### Drive-strength map, run 1

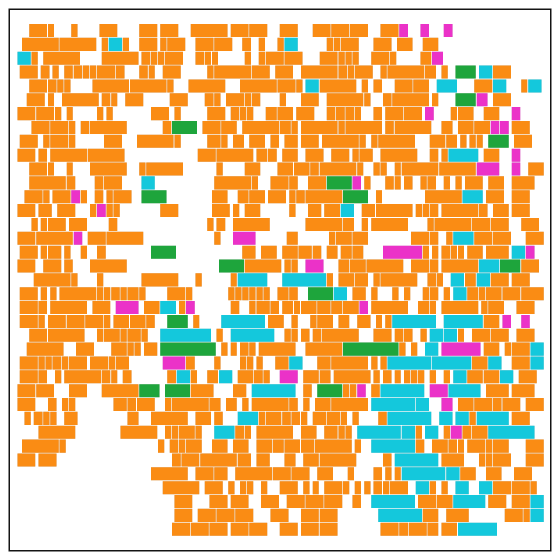
### The metal 2 layer, run 1

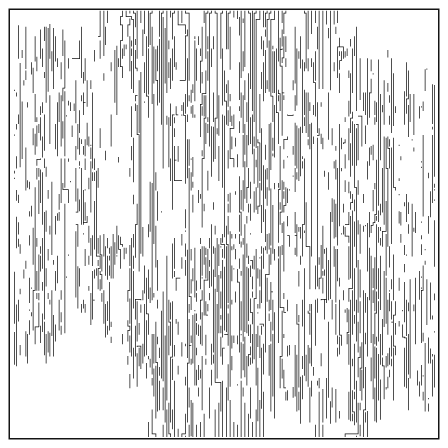
### Cells colored by class, run 1

The bar under the picture is 20 um long. Fill, decap, tap and diode cells in gray.
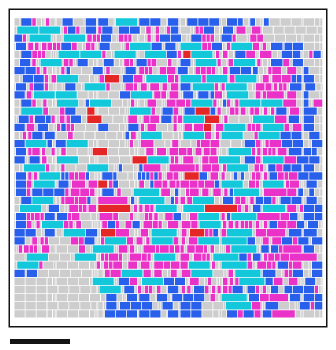
### Logic cells by family, run 1

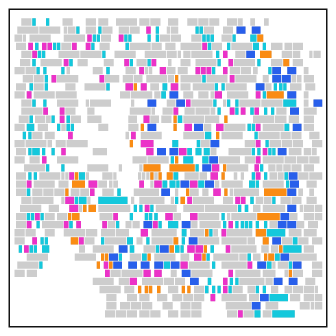
File: src/rtl/fetch_pkg.sv
// Shared definitions for the instruction fetch stage.
package fetch_pkg;

    localparam int XLEN = 32;

    localparam logic [XLEN-1:0] NOP_INSTR = 32'h0000_0013;

    typedef enum logic [2:0] {
        S_IDLE  = 3'd0,
        S_FETCH = 3'd1,
        S_WAIT  = 3'd2,
        S_DROP  = 3'd3,
        S_VALID = 3'd4
    } fetch_state_t;

endpackage

File: src/rtl/instruction_fetch.sv
// Instruction fetch: owns the PC, keeps one request in flight toward
// instruction memory and holds the returned word until decode takes it.
//
//   state   | meaning
//   --------+-----------------------------------------------------------
//   IDLE    | leaving reset, nothing in flight
//   FETCH   | imem_req high, presenting fetch_pc
//   WAIT    | request accepted, waiting for its data
//   DROP    | request accepted but made stale by a redirect; discard data
//   VALID   | instr/pc hold a fetched word for decode
module instruction_fetch
    import fetch_pkg::*;
#(
    parameter logic [31:0] RESET_PC = 32'h0000_0000
) (
    input  logic            clk,
    input  logic            reset,
    output logic            imem_req,
    output logic [XLEN-1:0] imem_addr,
    input  logic            imem_ready,
    input  logic            imem_rvalid,
    input  logic [XLEN-1:0] imem_rdata,
    output logic            instr_valid,
    output logic [XLEN-1:0] instr,
    output logic [XLEN-1:0] pc,
    output logic [XLEN-1:0] pc_plus4,
    input  logic            instr_ready,
    input  logic            redirect_valid,
    input  logic [XLEN-1:0] redirect_target
);

    fetch_state_t    state;
    fetch_state_t    state_nxt;
    logic [XLEN-1:0] fetch_pc;
    logic [XLEN-1:0] fetch_pc_nxt;
    logic            capture;

    // Next state and next fetch PC; a redirect takes priority over everything.
    always_comb begin
        state_nxt    = state;
        fetch_pc_nxt = fetch_pc;
        capture      = 1'b0;
        if (redirect_valid) begin
            fetch_pc_nxt = redirect_target & ~32'h0000_0003;
            case (state)
                S_IDLE:  state_nxt = S_FETCH;
                S_FETCH: state_nxt = imem_ready ? S_DROP : S_FETCH;
                S_WAIT:  state_nxt = imem_rvalid ? S_FETCH : S_DROP;
                S_DROP:  state_nxt = S_DROP;
                S_VALID: state_nxt = S_FETCH;
                default: state_nxt = S_IDLE;
            endcase
        end else begin
            case (state)
                S_IDLE:  state_nxt = S_FETCH;
                S_FETCH: begin
                    if (imem_ready) state_nxt = S_WAIT;
                end
                S_WAIT: begin
                    if (imem_rvalid) begin
                        capture   = 1'b1;
                        state_nxt = S_VALID;
                    end
                end
                S_DROP: begin
                    if (imem_rvalid) state_nxt = S_FETCH;
                end
                S_VALID: begin
                    if (instr_ready) begin
                        fetch_pc_nxt = fetch_pc + 32'd4;
                        state_nxt    = S_FETCH;
                    end
                end
                default: state_nxt = S_IDLE;
            endcase
        end
    end

    // State, fetch PC and the held instruction/PC pair.
    always_ff @(posedge clk) begin
        if (reset) begin
            state    <= S_IDLE;
            fetch_pc <= RESET_PC;
            instr    <= NOP_INSTR;
            pc       <= RESET_PC;
        end else begin
            state    <= state_nxt;
            fetch_pc <= fetch_pc_nxt;
            if (capture) begin
                instr <= imem_rdata;
                pc    <= fetch_pc;
            end
        end
    end

    // Outputs decode registered state only, so no input reaches them combinationally.
    always_comb begin
        imem_req    = (state == S_FETCH);
        instr_valid = (state == S_VALID);
        imem_addr   = fetch_pc;
        pc_plus4    = pc + 32'd4;
    end

endmodule

File: config.mk
export PLATFORM = sky130hd
export DESIGN_NAME = instruction_fetch
export DESIGN_NICKNAME = d
export VERILOG_FILES = /design/src/rtl/fetch_pkg.sv /design/src/rtl/instruction_fetch.sv
export SDC_FILE = /design/constraint.sdc
export NUM_CORES = 1
export LEC_CHECK = 0
export ABC_AREA = 0
export CAP_MARGIN = 20
export CORE_UTILIZATION = 43
export CTS_BUF_LIST = sky130_fd_sc_hd__clkbuf_4 sky130_fd_sc_hd__clkbuf_8 sky130_fd_sc_hd__clkbuf_16
export CTS_CLUSTER_DIAMETER = 50
export DETAILED_ROUTE_END_ITERATION = 6
export GPL_TIMING_DRIVEN = 0
export PLACE_DENSITY = 0.81
export SLEW_MARGIN = 5
export SYNTH_ARGS = -nofsm -noshare
export SYNTH_HDL_FRONTEND = slang
export SYNTH_SLANG_ARGS = --single-unit
File: constraint.sdc
create_clock -name clk -period 2.35 [get_ports clk]
set_input_delay 0.235 -clock clk [delete_from_list [all_inputs] [get_ports clk]]
set_output_delay 0.235 -clock clk [all_outputs]
set_load 0.01 [all_outputs]
==> run summary, run 1 <==
outcome: complete, but fails checks
violations in the final reports: negative setup slack
sink of the worst hold path: imem_addr[27]$_SDFFE_PP0P_
routed vias/inst: 5.26
unrepaired setup endpoints after global routing: yes
clock tree root driver cell: sky130_fd_sc_hd__clkbuf_8
final-report max-slew violation count: 0
relative max-transition margin: 0.576
number of nets with antenna violations after routing: 0
Final Setup Violations: 3
Buf/Inv on CP: 4
maximum number of pins on one net before global-route repair: 16
# fillers: 847
cells along the critical path: nand4_1 -> nor4_4 -> nand4_2 -> buf_6 -> buf_6 -> buf_6 -> nor2_4 -> xor2_1 -> buf_2
Flops: 95
crit path kind: register to output pin
Power Combinational: 0.452 mW
Worst Hold Depth: 2
library cell with the largest summed area after synthesis: sky130_fd_sc_hd__dfxtp_1
power density over cell area: 461 nW/um2
global placement routability congestion: 0.896
HP Class: input pin to register
combinational fraction of design power: 0.135
HPWL after detailed placement: 11000 um
worst reg-to-reg path cell count: 6
Flop+latch power: 1.72 mW
wire per inst: 15.9 um
number of CTS-inserted buffers: 9
post-detailed-placement cell area: 6730 um2
post-synthesis to final-layout area growth: 56.4%
startpoint of the most critical hold path: redirect_valid
stages on the worst setup path: 9
most common cell after layout, fill and taps aside: sky130_fd_sc_hd__clkdlybuf4s50_1
Post-Route WL: 15300 um
post-synth area from yosys stat: 4650 um2
max incr delay on CP: 0.40 ns
Inverters, non-clock: 12
capture point of the worst path: pc_plus4[29]
combinational cell area excluding buffers and inverters: 2600 um2
maximum operating frequency: 419 MHz
min Tclk post-route: 2.38 ns
count of TritonRoute iterations in the first routing pass: 4
share of layout cells above drive strength 1: 0.142
post-synthesis cell area: 4650 um2
Critical Path Most Common Cell: sky130_fd_sc_hd__buf_6
number of well-tap cells placed: 136
number of maximum-capacitance constraint violations: 0
area used by sequential logic in the layout: 1960 um2
1st-iter DRT viols: 271
count of tool warnings: 30
start point of the critical path: pc[2]$_SDFFE_PP0P_
clock network power: 1.18 mW
peak supply drop: 0.353 mV
element type at the critical path end: output pin
drt drc: 0
placed instance count: 915
clock latency on the worst-skew pair: 0.36 ns
Top delay family on crit path: simple AND/OR/NAND/NOR gates
top cells by count, synth: sky130_fd_sc_hd__nand2_1, sky130_fd_sc_hd__dfxtp_1, sky130_fd_sc_hd__a21oi_1, sky130_fd_sc_hd__nor2_1, sky130_fd_sc_hd__xnor2_1
share of the synthesized area in the top cell type: 0.409
flip-flops with a built-in enable: 0
slew of the pin with the lowest slew margin: 0.633 ns
Fin Clk Skew: 0.0111 ns
post-synthesis async set-or-reset flop share: 0
Adder-Cell Fraction of Synth Area: 0.00538
Final WS setup: -0.0350 ns
port buffer count: 189
distinct cell type count of the synthesized netlist: 45
Hold WS: 0.257 ns
portion of netlist area occupied by mux cells: 0.00215
synthesis warning total: 0
average footprint of a synthesized cell: 7.95 um2
most repeated cell in the gate-level netlist after synthesis: sky130_fd_sc_hd__nand2_1
number of cells in the yosys synthesis report: 585
biggest combinational cell group after synthesis: simple AND/OR/NAND/NOR gates
io pins: 200
share of the yosys chip area belonging to registers: 0.409
clock-pin slew on the worst setup and hold paths: 0.09 ns
required time reported for the critical path endpoint: 2.12 ns
Notes on 'Drive-strength map' above:
orange -> drive 1 or less  # cells 705, most used clkdlybuf4s50_1
green -> drive 6 and up  # cells 17, most used clkbuf_8
magenta -> drive 2  # cells 32, most used buf_2
cyan -> drive 3 to 4  # cells 68, most used buf_4
Buffers excl. clock: 259
final design area excluding fillers: 7280 um2

Notes on 'The metal 2 layer' above:
share of all routed wire = 52%
main direction = vertical
wire length on this layer = 7930 um
nets with wire on the layer = 768

Notes on 'Cells colored by class' above:
cyan -> flip-flops  # cells 95
red -> clock drivers and dummy loads  # cells 15
blue -> other buffers and delay cells  # cells 259
magenta -> all other logic  # cells 453
area of the core: 10400 um2
Core Util, Final: 0.699

Notes on 'Logic cells by family' above:
orange -> NOR gates  # cells 55
blue -> XOR/XNOR gates  # cells 54
cyan -> NAND gates  # cells 192, where all over the die
magenta -> inverting AOI/OAI gates  # cells 101, where all over the die
final cell count without fillers: 958
logic gate fraction of the total cell area: 0.357

==> run 1: flip-flops by register name, summed over array words and instances, names as in the netlist <==
name and count:
imem_addr 30, instr 32, state 3, pc 30
==> run 1: layer usage <==
layer / global-route usage / up-vias / share of wire
li1: - / 2443 / -
met1: 0.309 / 2382 / 0.40
met2: 0.497 / 193 / 0.52
met3: 0.0619 / 24 / 0.068
met4: 0.0813 / 0 / 0.016
met5: 0 / - / 0
==> run 1: kinds of logic (layout without fill, tap and decap cells) <==
logic type | count (synthesis) | in the layout
mux | 1 | 1
flops | 95 | 95
other cells | 1 | 6
xor+xnor | 54 | 54
compound gates | 106 | 106
buf+inv | 54 | 286
fa+ha+maj | 2 | 2
simple gates | 272 | 272
### The clock network, run 1

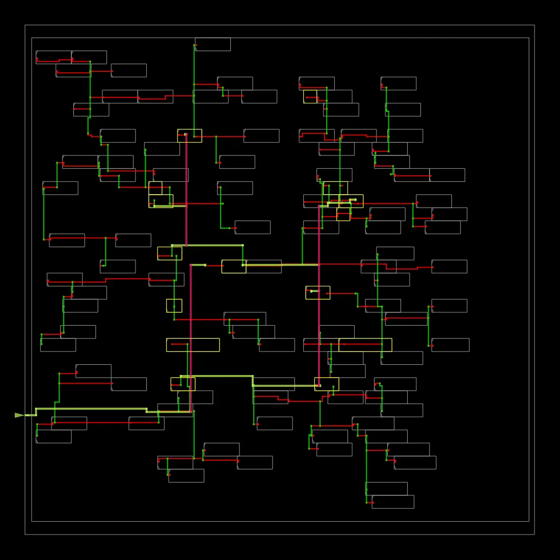

==> run 2: changes to the inputs <==
CELL_PAD_IN_SITES_DETAIL_PLACEMENT = 1   (was default)
CELL_PAD_IN_SITES_GLOBAL_PLACEMENT = 1   (was default)
CORE_UTILIZATION = 30   (was 43)
PLACE_DENSITY = default   (was 0.81)
PLACE_DENSITY_LB_ADDON = 0.1   (was default)
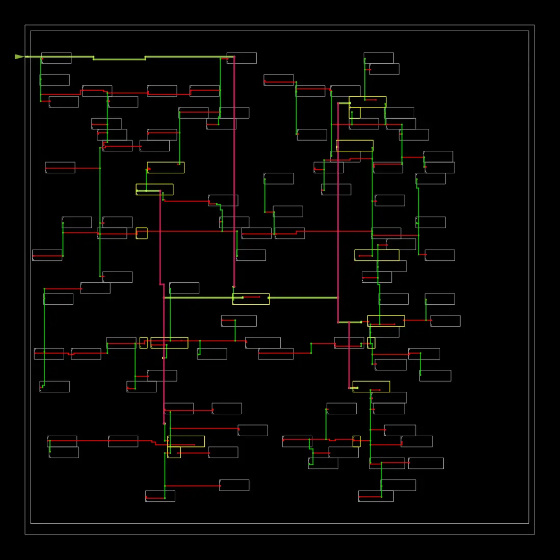
*The clock network, run 2*
number of CTS-inserted buffers: 9
Fin Clk Skew: 0.00402 ns
clock latency on the worst-skew pair: 0.34 ns
Clock Sinks: 95

==> run 2 against run 1 <==
Compared with the run above: the run now ends clean; fmax rose by 2.4%; first-iteration DRC count fell by 46%; clock power rose by 25%; largest power group unchanged; clock skew fell by 0.0071 ns; power rose by 9.0%.
==> run summary, run 2 <==
outcome: finished, final reports clean
placed instance count: 967
top cells by count, synth: sky130_fd_sc_hd__nand2_1, sky130_fd_sc_hd__dfxtp_1, sky130_fd_sc_hd__a21oi_1, sky130_fd_sc_hd__nor2_1, sky130_fd_sc_hd__xnor2_1
WL met1: 7140 um
maximum number of pins on one net before global-route repair: 16
most repeated cell in the gate-level netlist after synthesis: sky130_fd_sc_hd__nand2_1
post-synthesis to final-layout area growth: 56.7%
share of the synthesized area in the top cell type: 0.409
combinational cell area excluding buffers and inverters: 2610 um2
wire per inst: 16.6 um
unrepaired setup endpoints after global routing: yes
Post-Route WL: 16600 um
power density over cell area: 501 nW/um2
routed wire length on met2: 8150 um
Core Util, Final: 0.481
number of flip-flops in the largest register: 32
number of cells in the yosys synthesis report: 585
final design area excluding fillers: 7290 um2
clock network power: 1.47 mW
combinational fraction of design power: 0.124
synthesis warning total: 0
Hold WS: 0.316 ns
Final WS setup: 0.0216 ns
HP Class: input pin to register
Power Combinational: 0.453 mW
library cell with the largest summed area after synthesis: sky130_fd_sc_hd__dfxtp_1
Buf/Inv on CP: 1
post-synthesis cell area: 4650 um2
post-synth area from yosys stat: 4650 um2
Fin. Hold Viols: 0
share of layout cells above drive strength 1: 0.125
clock tree root driver cell: sky130_fd_sc_hd__clkbuf_16
drt drc: 0
relative max-transition margin: 0.577
final-report max-slew violation count: 0
Buffers excl. clock: 244
post-synthesis async set-or-reset flop share: 0
flip-flops with a built-in enable: 0
logic gate fraction of the total cell area: 0.358
required time reported for the critical path endpoint: 2.12 ns
average footprint of a synthesized cell: 7.95 um2
max incr delay on CP: 0.39 ns
post-detailed-placement cell area: 6800 um2
most common cell after layout, fill and taps aside: sky130_fd_sc_hd__clkdlybuf4s50_1
register with the most flip-flops: instr
distinct cell type count of the synthesized netlist: 45
number of well-tap cells placed: 188
number of nets with antenna violations after routing: 0
Adder-Cell Fraction of Synth Area: 0.00538
peak supply drop: 0.287 mV
maximum operating frequency: 429 MHz
Met3 Wirelength: 1060 um
# fillers: 1786
Flops: 95
min Tclk post-route: 2.33 ns
cells along the critical path: nand4_4 -> nor4_4 -> and4_4 -> nand4_1 -> xnor2_1 -> clkdlybuf4s15_2
start point of the critical path: pc[10]$_SDFFE_PP0P_
worst reg-to-reg path cell count: 6
area of the core: 15100 um2
DIE WIDTH: 127 um
1st-iter DRT viols: 147
most frequently placed logic cells in the final layout: sky130_fd_sc_hd__clkdlybuf4s50_1, sky130_fd_sc_hd__nand2_1, sky130_fd_sc_hd__dfxtp_1
stages on the worst setup path: 6
Final Setup Violations: 0
share of the yosys chip area belonging to registers: 0.409
HPWL after detailed placement: 12600 um
Top delay family on crit path: simple AND/OR/NAND/NOR gates
highest metal layer used by the detailed router: met4
area used by sequential logic in the layout: 1940 um2
biggest combinational cell group after synthesis: simple AND/OR/NAND/NOR gates
count of tool warnings: 30
capture point of the worst path: pc_plus4[30]
final cell count without fillers: 996
crit path kind: register to output pin
slew of the pin with the lowest slew margin: 0.628 ns
routed vias/inst: 4.87
Inverters, non-clock: 12
count of TritonRoute iterations in the first routing pass: 4
io pins: 200
portion of netlist area occupied by mux cells: 0.00215
global placement routability congestion: 0.805
Total Power: 3.66 mW
clock-pin slew on the worst setup and hold paths: 0.07 ns
run 2: routing by layer:
layer	up-vias	track usage
li1	2408	-
met1	2295	0.248
met2	132	0.374
met3	14	0.0544
met4	0	0.0652
met5	-	0
run 2: how the worst min path moves through the flow:
stage                           start                          to  slack (ns)  depth (start not counted)
2_1_floorplan           imem_rdata[0]       instr[0]$_SDFFE_PP1P_        0.36                          2
3_3_place_gp   instr[12]$_SDFFE_PP0P_      instr[12]$_SDFFE_PP0P_        0.44                          2
3_5_place_dp   instr[15]$_SDFFE_PP0P_      instr[15]$_SDFFE_PP0P_        0.45                          2
4_1_cts                redirect_valid  imem_addr[27]$_SDFFE_PP0P_        0.32                          2
5_1_grt                redirect_valid  imem_addr[27]$_SDFFE_PP0P_        0.33                          2
6_report               redirect_valid  imem_addr[27]$_SDFFE_PP0P_        0.32                          2
No activity file was given, so power comes from the tool's default toggle rates.
